===== src/rtl/fma_issue_ctrl.sv =====
// Issue controller for an externally pipelined FMA unit: credit-based operand issue,
// a valid/tag shadow pipeline, and a first-word-fall-through result FIFO.
module fma_issue_ctrl #(
  parameter int LATENCY = 5,
  parameter int DEPTH   = 8,
  parameter int TAGW    = 4
) (
  input  logic                         clk,
  input  logic                         rst,
  input  logic                         in_valid,
  output logic                         in_ready,
  input  logic [31:0]                  in_a,
  input  logic [31:0]                  in_b,
  input  logic [31:0]                  in_c,
  input  logic [TAGW-1:0]              in_tag,
  output logic [31:0]                  fma_a,
  output logic [31:0]                  fma_b,
  output logic [31:0]                  fma_c,
  input  logic [31:0]                  fma_result,
  output logic                         out_valid,
  input  logic                         out_ready,
  output logic [31:0]                  out_result,
  output logic [TAGW-1:0]              out_tag,
  output logic [$clog2(LATENCY+1)-1:0] inflight,
  output logic [$clog2(DEPTH+1)-1:0]   fifo_count,
  output logic                         overflow_err
);

  localparam int IW = $clog2(LATENCY+1);
  localparam int CW = $clog2(DEPTH+1);
  localparam int PW = $clog2(DEPTH);
  localparam int SW = ((IW > CW) ? IW : CW) + 1;

  logic [LATENCY-1:0] vld;
  logic [TAGW-1:0]    tag_sr     [LATENCY];
  logic [31:0]        mem_result [DEPTH];
  logic [TAGW-1:0]    mem_tag    [DEPTH];
  logic [PW-1:0]      rd_ptr;
  logic [PW-1:0]      wr_ptr;
  logic [SW-1:0]      occupied;
  logic               fire;
  logic               capture;
  logic               pop;
  logic               push;
  logic               full;

  // Every op in flight already owns a FIFO slot, so the FIFO can never overflow.
  assign occupied = SW'(fifo_count) + SW'(inflight);
  assign in_ready = !rst && (occupied < SW'(DEPTH));
  assign fire     = in_valid && in_ready;

  assign fma_a = fire ? in_a : 32'h0;
  assign fma_b = fire ? in_b : 32'h0;
  assign fma_c = fire ? in_c : 32'h0;

  assign capture    = vld[LATENCY-1];
  assign out_valid  = (fifo_count != '0);
  assign pop        = out_valid && out_ready;
  assign full       = (fifo_count == CW'(DEPTH));
  assign push       = capture && (!full || pop);
  assign out_result = mem_result[rd_ptr];
  assign out_tag    = mem_tag[rd_ptr];

  always_ff @(posedge clk or posedge rst) begin
    if (rst) begin
      vld          <= '0;
      rd_ptr       <= '0;
      wr_ptr       <= '0;
      inflight     <= '0;
      fifo_count   <= '0;
      overflow_err <= 1'b0;
    end else begin
      vld[0] <= fire;
      for (int i = 1; i < LATENCY; i++) begin
        vld[i] <= vld[i-1];
      end

      if (push) wr_ptr <= wr_ptr + PW'(1);
      if (pop)  rd_ptr <= rd_ptr + PW'(1);

      if (fire && !capture) begin
        inflight <= inflight + IW'(1);
      end else if (!fire && capture) begin
        inflight <= inflight - IW'(1);
      end

      if (push && !pop) begin
        fifo_count <= fifo_count + CW'(1);
      end else if (pop && !push) begin
        fifo_count <= fifo_count - CW'(1);
      end

      if (capture && full && !pop) overflow_err <= 1'b1;
    end
  end

  // Datapath storage needs no reset: validity is tracked entirely by vld and the pointers.
  always_ff @(posedge clk) begin
    tag_sr[0] <= in_tag;
    for (int i = 1; i < LATENCY; i++) begin
      tag_sr[i] <= tag_sr[i-1];
    end
    if (push) begin
      mem_result[wr_ptr] <= fma_result;
      mem_tag[wr_ptr]    <= tag_sr[LATENCY-1];
    end
  end

endmodule


===== config.mk =====
export PLATFORM = sky130hd
export DESIGN_NAME = fma_issue_ctrl
export DESIGN_NICKNAME = d
export VERILOG_FILES = /design/src/rtl/fma_issue_ctrl.sv
export SDC_FILE = /design/constraint.sdc
export NUM_CORES = 1
export LEC_CHECK = 0
export CAP_MARGIN = 5
export CORE_UTILIZATION = 51
export DETAILED_ROUTE_END_ITERATION = 12
export PLACE_DENSITY = 0.8
export SLEW_MARGIN = 5
export SYNTH_ARGS = -nofsm -noshare
export SYNTH_HDL_FRONTEND = slang
export SYNTH_SLANG_ARGS = --single-unit

===== constraint.sdc =====
create_clock -name clk -period 5.65 [get_ports clk]
set_input_delay 1.4125 -clock clk [delete_from_list [all_inputs] [get_ports clk]]
set_output_delay 1.4125 -clock clk [all_outputs]
set_load 0.02 [all_outputs]

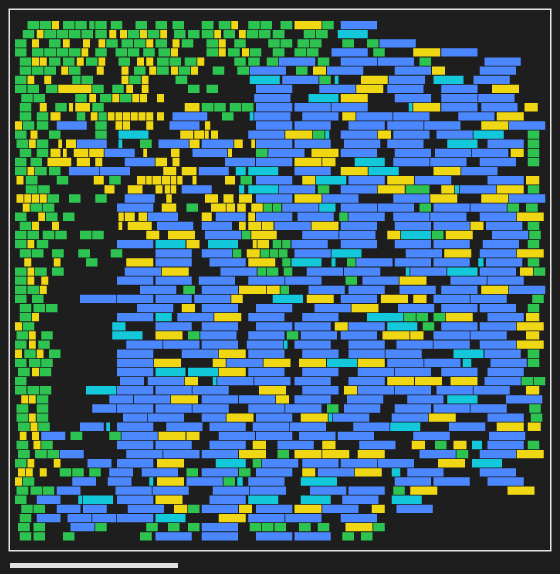
(images/placement_by_type.png)
Bar = 50 um.
remaining buffers and delay cells -> green  # cells 297, share of their area 17%
clock drivers and dummy loads -> cyan  # cells 61, share of their area 6.4%
combinational and other logic -> yellow  # cells 272, share of their area 19%
sequential cells -> blue  # cells 327, share of their area 57%

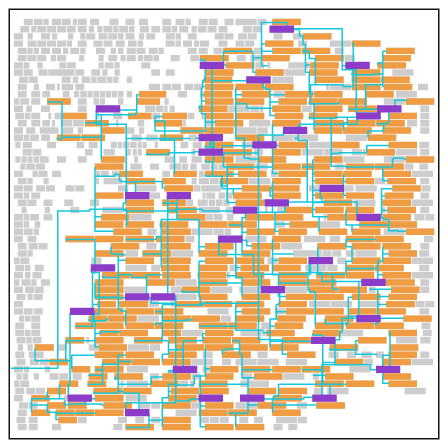
(images/clk_routes.png)
flip-flops -> orange  # count 327
clock drivers -> purple  # count 34
clock wires -> cyan  # length 3,470 um
flops lie = all over the die
routed clock nets = 35

==> CHANGELOG.md <==
### Implementation results

- Crit start category: input pin
- Clk cell area share: 0.06256
- Drc violations: 0
- Number of failing setup endpoints in the final timing report: 0
- Count of fill cells added during filler insertion: 1,556
- Routed length on met2: 16.22 mm
- Placed cell count: 1,220
- Switching power: 2.479 mW
- Floorplan row count: 57
- Most frequent logic cell in the layout: edfxtp_1
- Worst slew margin relative to its limit: 0.2533
- Maximum number of pins on one net before global-route repair: 82
- Number of buffers added by the clock tree synthesis step: 34
- Slew at the pin closest to its max-slew limit: 1120 ps
- Area of the placeable core: 24,530 sq um
- Avg Cell Area, Syn: 20.12 sq um
- Number of distinct standard cells referenced by the synthesized netlist: 35
- ANT nets after route: 0
- Leading cell type by number of instances after synthesis: edfxtp_1
- Drt first pass iters: 4
- Post-synth top flop: edfxtp_1
- Commonest cells in the netlist: 288 x edfxtp_1, 96 x and3_1, 72 x mux4_2, 40 x mux2_2, 26 x clkbuf_1
- Layout overhead on the synthesized area: 33.43%
- Power consumed by sequential cells: 3.14 mW
- Final design instance area without fill: 17,180 sq um
- Worst hold endpoint: tag_sr[0][16]
- Count of instances resized after the clock tree is built: 0
- Sequential share of power: 0.390
- Largest register by flop count: mem_result
- Final slew viol count: 0
- Final WL: 31.52 mm
- Post-CTS Setup Repair Bufs: 0
- Detailed-placement wirelength estimate: 20.04 mm
- Beginning of the worst register-to-register path: fifo_count[1]
- Final Instance Count excl. Fillers: 1,284
- Worst hold path cell count: 0
- Cell with the largest stage delay on the worst path: clkdlybuf4s50_1
- Area share of buffers outside the clock network: 0.1706
- Cell count listed in synth_stat.txt: 640
- Post-synth area from yosys stat: 12,870 sq um
- Busiest grt layer: met2
- Switching share of power: 0.3081
- Slack of the critical path: 555.7 ps
- Worst hold slack: 322.8 ps
- Final core utilization: 0.7002
- Overall power after layout: 8.045 mW
- Final worst clock skew: 19.25 ps
- Non-clock inverter count: 6
- Overall die width: 160.9 um
- Share of the clock period used by the worst path after layout: 0.9016
- Post-synthesis xor/xnor area fraction: 0.006122
- CP endpoint: fma_b[23]
- Prevailing logic family in the synthesized netlist: multiplexers
- Outcome: completed
- Launching instance or port of the critical path: rst
- Biggest power consumer among the groups: registers
- Starting DRT DRC Count: 496
- Share of the final layout cell area in multi-input gates: 0.1866
- Seq/total area: 0.5549
- Data required time at the worst endpoint: 4240 ps
- Setup repair after global routing missed its margin: no
- CTS clk-pin slew, worst paths: 60 ps
- Largest registers: mem_result: 256 flops, mem_tag: 32 flops, tag_sr: 20 flops
- Antenna violations before repair: 3
- Global-route met3 utilization: 0.06612
- Reg2Reg Setup Slack: 2260 ps
- Count of max-cap constraint violations: 0
- Well-tap cell count: 324
- Most frequently placed logic cells in the final layout: 288 x edfxtp_1, 276 x clkdlybuf4s50_1, 96 x and3_1
- Number of hold violations in the final report: 0
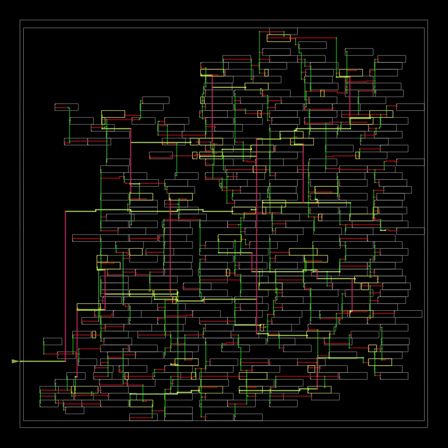
(images/clocks.png)
clock group total power: 2.13 mW
count of flip-flops and latches: 327
Layout clock buffers: 43
clock latency on the worst-skew pair: 510 ps

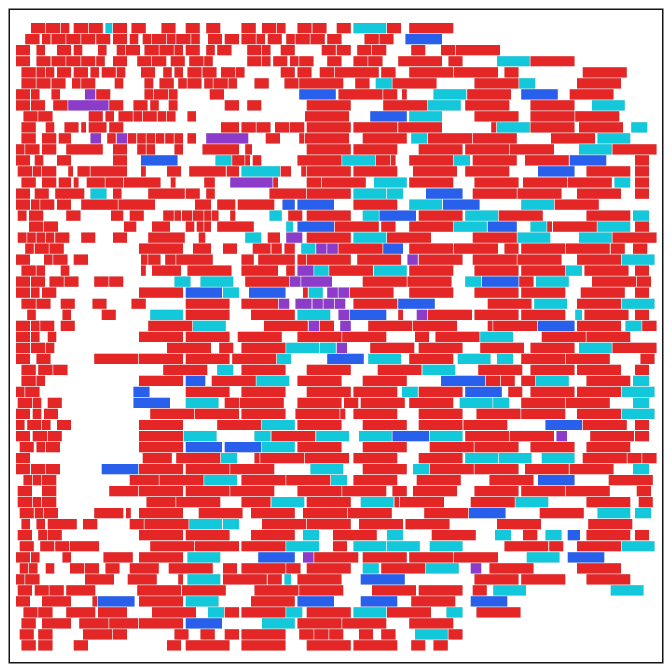
(images/sizes.png)
_6 and larger -> blue  # cells 43, share 4.5%
_0 and _1 cells -> red  # cells 764, share 80%
_2 cells -> cyan  # cells 122, share 13%
_3 and _4 cells -> purple  # cells 28, share 2.9%

Power figures rest on the tool's default switching activity, not on a simulated workload.
